## src/rtl/vga_sync_gen.sv

```systemverilog
// VGA raster timing generator: sync, draw enable and pixel coordinates from pixelclock.
// Optional `VGA_FRAME_COUNT_EN adds an 8-bit frame_count output that steps with each frame_start.
module vga_sync_gen #(
    parameter int H_VIS    = 640,
    parameter int H_FP     = 16,
    parameter int H_SYNC   = 96,
    parameter int H_BP     = 48,
    parameter int V_VIS    = 480,
    parameter int V_FP     = 10,
    parameter int V_SYNC   = 2,
    parameter int V_BP     = 33,
    parameter int SYNC_POL = 0,
    parameter int CNT_W    = 10
) (
    input  logic             pixelclock,
    input  logic             reset,
    input  logic             enable,
    output logic             hsinc,
    output logic             vsinc,
    output logic             draw,
    output logic [CNT_W-1:0] h_count,
    output logic [CNT_W-1:0] v_count,
    output logic             frame_start,
    output logic             line_start
`ifdef VGA_FRAME_COUNT_EN
    ,
    output logic [7:0]       frame_count
`endif
);

    localparam int H_TOTAL       = H_VIS + H_FP + H_SYNC + H_BP;
    localparam int V_TOTAL       = V_VIS + V_FP + V_SYNC + V_BP;
    localparam int H_SYNC_START  = H_VIS + H_FP;
    localparam int H_BACK_START  = H_SYNC_START + H_SYNC;
    localparam int V_SYNC_START  = V_VIS + V_FP;
    localparam int V_BACK_START  = V_SYNC_START + V_SYNC;

    localparam logic [CNT_W-1:0] H_LAST = CNT_W'(H_TOTAL - 1);
    localparam logic [CNT_W-1:0] V_LAST = CNT_W'(V_TOTAL - 1);

    localparam logic SYNC_ON  = (SYNC_POL != 0);
    localparam logic SYNC_OFF = (SYNC_POL == 0);

    localparam logic [1:0] HS_VISIBLE = 2'd0;
    localparam logic [1:0] HS_FRONT   = 2'd1;
    localparam logic [1:0] HS_SYNC    = 2'd2;
    localparam logic [1:0] HS_BACK    = 2'd3;

    localparam logic [1:0] VS_VISIBLE = 2'd0;
    localparam logic [1:0] VS_FRONT   = 2'd1;
    localparam logic [1:0] VS_SYNC    = 2'd2;
    localparam logic [1:0] VS_BACK    = 2'd3;

    // The counters must be able to hold H_TOTAL-1 / V_TOTAL-1.
    if (H_TOTAL > (1 << CNT_W)) begin : g_h_width_chk
        $error("vga_sync_gen: H_TOTAL does not fit in CNT_W bits");
    end
    if (V_TOTAL > (1 << CNT_W)) begin : g_v_width_chk
        $error("vga_sync_gen: V_TOTAL does not fit in CNT_W bits");
    end

    logic [1:0]       h_state;
    logic [1:0]       v_state;
    logic [1:0]       h_state_nxt;
    logic [1:0]       v_state_nxt;
    logic [CNT_W-1:0] h_nxt;
    logic [CNT_W-1:0] v_nxt;
    logic             h_wrap;
    logic             v_wrap;

    // Next raster position and FSM states; outputs are registered from these
    // so sync/draw line up with the coordinates presented in the same cycle.
    always_comb begin
        h_wrap = (h_count == H_LAST);
        v_wrap = (v_count == V_LAST);

        h_nxt = h_wrap ? '0 : h_count + CNT_W'(1);
        v_nxt = v_count;
        if (h_wrap) begin
            v_nxt = v_wrap ? '0 : v_count + CNT_W'(1);
        end

        // Later boundaries are tested first so a zero-length region is skipped.
        h_state_nxt = h_state;
        if (32'(h_nxt) == H_BACK_START) begin
            h_state_nxt = HS_BACK;
        end else if (32'(h_nxt) == H_SYNC_START) begin
            h_state_nxt = HS_SYNC;
        end else if (32'(h_nxt) == H_VIS) begin
            h_state_nxt = HS_FRONT;
        end else if (h_nxt == '0) begin
            h_state_nxt = HS_VISIBLE;
        end

        v_state_nxt = v_state;
        if (h_wrap) begin
            if (32'(v_nxt) == V_BACK_START) begin
                v_state_nxt = VS_BACK;
            end else if (32'(v_nxt) == V_SYNC_START) begin
                v_state_nxt = VS_SYNC;
            end else if (32'(v_nxt) == V_VIS) begin
                v_state_nxt = VS_FRONT;
            end else if (v_nxt == '0) begin
                v_state_nxt = VS_VISIBLE;
            end
        end
    end

    // Reset parks the raster on its last pixel so the first enabled edge lands on (0,0).
    always_ff @(posedge pixelclock) begin
        if (reset) begin
            h_count     <= H_LAST;
            v_count     <= V_LAST;
            h_state     <= HS_BACK;
            v_state     <= VS_BACK;
            hsinc       <= SYNC_OFF;
            vsinc       <= SYNC_OFF;
            draw        <= 1'b0;
            frame_start <= 1'b0;
            line_start  <= 1'b0;
        end else if (enable) begin
            h_count     <= h_nxt;
            v_count     <= v_nxt;
            h_state     <= h_state_nxt;
            v_state     <= v_state_nxt;
            hsinc       <= (h_state_nxt == HS_SYNC) ? SYNC_ON : SYNC_OFF;
            vsinc       <= (v_state_nxt == VS_SYNC) ? SYNC_ON : SYNC_OFF;
            draw        <= (h_state_nxt == HS_VISIBLE) && (v_state_nxt == VS_VISIBLE);
            frame_start <= h_wrap && v_wrap;
            line_start  <= h_wrap;
        end else begin
            frame_start <= 1'b0;
            line_start  <= 1'b0;
        end
    end

`ifdef VGA_FRAME_COUNT_EN
    always_ff @(posedge pixelclock) begin
        if (reset) begin
            frame_count <= 8'd0;
        end else if (enable && h_wrap && v_wrap) begin
            frame_count <= frame_count + 8'd1;
        end
    end
`endif

endmodule

```

## config.mk

```make
export PLATFORM = sky130hd
export DESIGN_NAME = vga_sync_gen
export DESIGN_NICKNAME = d
export VERILOG_FILES = /design/src/rtl/vga_sync_gen.sv
export SDC_FILE = /design/constraint.sdc
export NUM_CORES = 1
export LEC_CHECK = 0
export CAP_MARGIN = 20
export CORE_UTILIZATION = 49
export CTS_CLUSTER_DIAMETER = 120
export CTS_CLUSTER_SIZE = 16
export DETAILED_ROUTE_END_ITERATION = 12
export PLACE_DENSITY = 0.76
export SLEW_MARGIN = 20
export SYNTH_ARGS = -nofsm -noshare
export SYNTH_HDL_FRONTEND = slang
export SYNTH_SLANG_ARGS = --single-unit
```

## constraint.sdc

```tcl
create_clock -name pixelclock -period 3.3 [get_ports pixelclock]
set_clock_uncertainty 0.1 [all_clocks]
set_input_delay 0.33 -clock pixelclock [delete_from_list [all_inputs] [get_ports pixelclock]]
set_output_delay 0.33 -clock pixelclock [all_outputs]
set_load 0.005 [all_outputs]
```

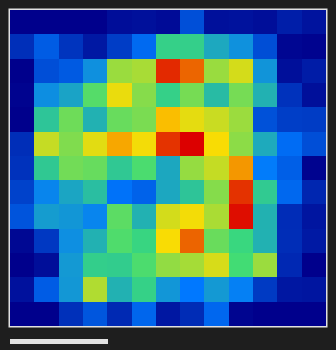
(routed metal per tile)
The bar under the picture is 20 microns long. 13 x 13 tiles, from dark blue (low) to red (high), scaled to the fullest tile. Values are wire area over tile area, all layers added.
emptiest ninth of the die	north-west
tiles over half the peak	30%
fullest tile	0.58
nearly empty tiles	11%
densest ninth of the die	centre
mean over tiles	0.20
total track usage: 0.256
DRT Wirelength: 5.00 mm
drt wl/cell: 15.0 microns

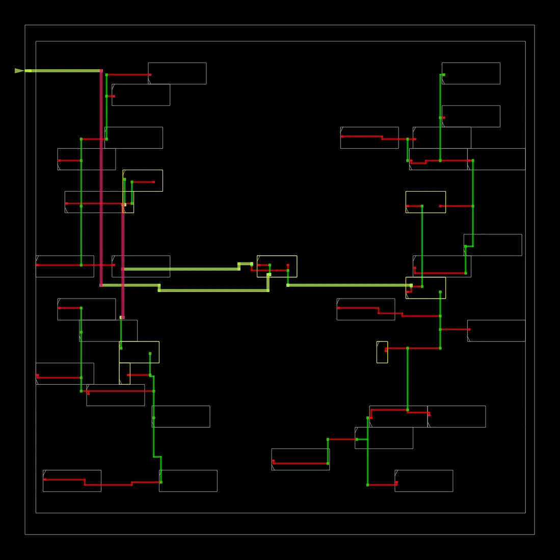
(the clock network)
# clock sinks: 29
total clock buffers created by CTS: 5
clk_lat worst skew: 0.28 ns
flop count: 29
number of clock-tree buffers in the layout: 8

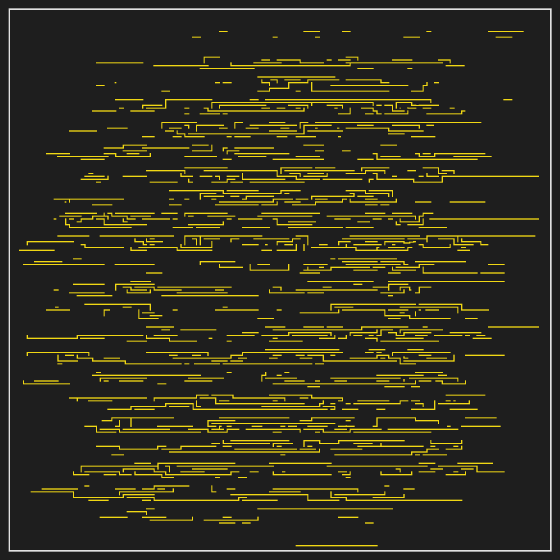
(M1 wires)
wire length on this layer	2370 microns
nets with wire on the layer	262
main direction	horizontal
met1 track demand over resource in global routing: 0.367
DR vias: 2039

==> out/results.env <==
OUTCOME='finished clean'
SLEW_VIOL_FINAL=0
TIGHTEST_SLEW_NS=0.503
MAX_STAGE_DELAY_NS=0.48
CTS-HTREE-LEVELS=2
FINISH.NET_COUNT=291
SYNTH.TOP_CELL.AREA_SHARE=0.302
FLOORPLAN.CORE_UTIL=0.517
SYNTH_TOP_FLOP_CELL='dfxtp_1'
IOPINCOUNT=28
COMB_AREA_SQ_UM=1240
DRT_PRE_ANTENNA_ITERS=5
FP.DIEAREA_SQ_UM=4180
GRT_UTIL_MET3=0.0599
SYN-CELL-AREA_SQ_UM=1920
FINALWEIGHTEDCONGESTION=0.899
MIN-DELAY-START='hsinc'
POST_SYNTH_MAIN_AREA_CONTRIBUTORS='dfxtp_1, nor2_1, o21ai_0'
TIMING_WORST_SETUP_PATH_TYPE='flip-flop to flip-flop'
CTS_MAX_PATH_BUFFERS=2
WORST_PATH_MOST_REPEATED_CELL='or3_1'
CTS_TREE='done'
OPENROAD.WARNINGS=28
VIA_COUNT_NORMALIZED_BY_INSTANCE_COUNT=6.12
MET2WIRELENGTH_MM=2.14
SYNTH_CELL_TYPES=48
POWER.TOTAL_mW=1.09
PLACED_AREA_SQ_UM=2270
CTS.REPORTEDPATHS.CLKPINSLEW_NS=0.06
SYNTH.CELLMIX.SIMPLESHARE=0.300
SYNTH_CELLS=252
CP_NUM_BUF_INV=0
CRIT_ARRIVAL_NS=3.15
MAX_SLEW_MARGIN=0.662
HOLDBUFCOUNTCTS=0
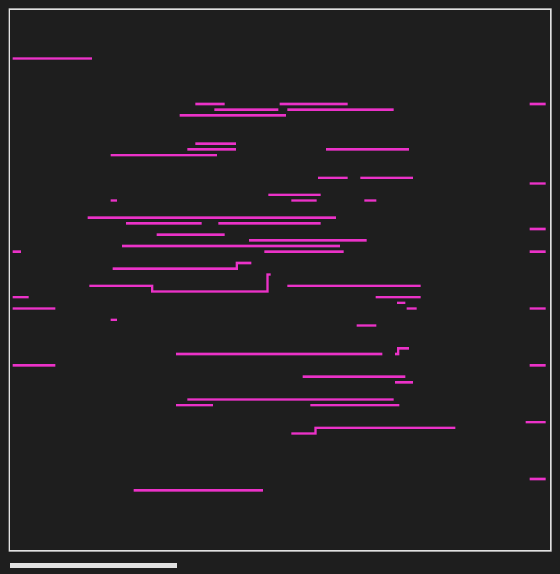
(met3 routing)
The bar under the picture is 20 microns long.
longest straight run	29.4 microns
nets with wire on the layer	44
wire length on this layer	416 microns
main direction	horizontal
share of all routed wire	8.3%

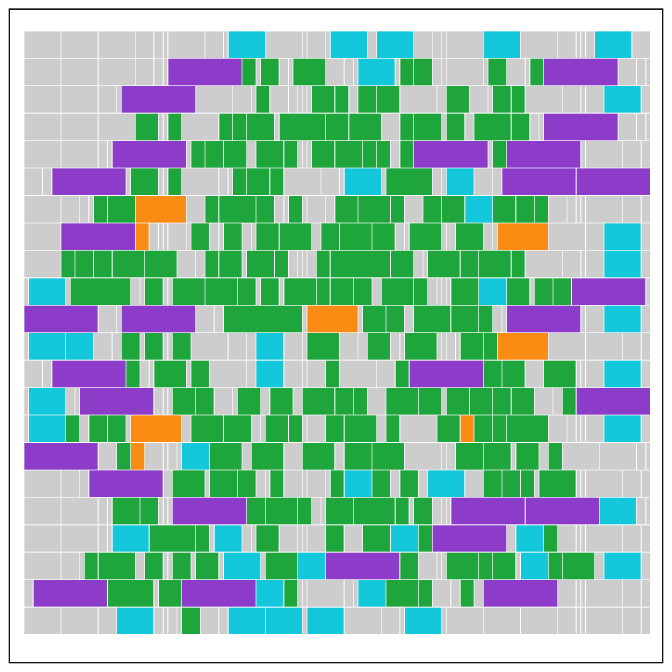
(placed cells, one colour a class)
Fill, decap, tap and diode cells in grey.
colour	class	cells
orange	clock drivers and dummy loads	8
cyan	other buffers and delay cells	42
green	all other logic	206
purple	flip-flops	29
Design Area, Final: 2380 sq um
Rows: 22
area inside the core boundary: 3720 sq um
final core area utilization: 0.640
share of cell area taken by flip-flops and latches: 0.244

-- registers in the layout, summed over array words and instances, names as in the netlist --
| signal | flops |
|---|---|
| v_state | 2 |
| frame_start | 1 |
| h_state | 2 |
| draw | 1 |
| vsinc | 1 |
| v_count | 10 |
| line_start | 1 |
| hsinc | 1 |
| h_count | 10 |
-- where the power goes --
part / switching, mW / leakage [nW] / total, mW / internal, mW
registers: 0.0330 / 0.237 / 0.410 / 0.377
logic: 0.231 / 0.620 / 0.405 / 0.174
clock network: 0.125 / 0.0395 / 0.274 / 0.149
-- final timing paths --
check	end	slack (ns)	cells past startpoint
setup / recovery	draw	0.22	8
hold / removal	hsinc	0.38	2
setup reg to reg	draw	0.22	8
hold reg to reg	hsinc	0.38	2
-- cell usage in the layout, fill, tap and decap left out, types with 4 or more instances in the layout --
| master | instances |
|---|---|
| clkbuf_8 | 5 |
| o21ai_0 | 18 |
| nor3_1 | 6 |
| nand4_1 | 11 |
| a21oi_1 | 13 |
| and3_1 | 4 |
| clkdlybuf4s50_1 | 27 |
| xor2_1 | 7 |
| ha_1 | 4 |
| and4_1 | 4 |
| nor2_1 | 28 |
| a211o_1 | 5 |
| buf_4 | 15 |
| dfxtp_1 | 29 |
| nand2_1 | 21 |
| nand3_1 | 11 |
| nor4_1 | 5 |
| or3_1 | 6 |
| xnor2_1 | 7 |
| o31ai_1 | 6 |
| inv_1 | 9 |
-- cell type report --
class / count / share of cell area
clock buffer: 8 / 0.0337
inverter: 9 / 0.0142
multi-input combinational: 197 / 0.522
sequential: 29 / 0.244
tap: 48 / 0.0253
timing repair buffer: 42 / 0.161
-- what timing repair did --
item	in CTS	in global routing
setup buffers	0	2
resized	0	1
endpoints found under the hold margin	0	0
setup endpoints to repair	0	2
Power is estimated from default activity; no workload was simulated.
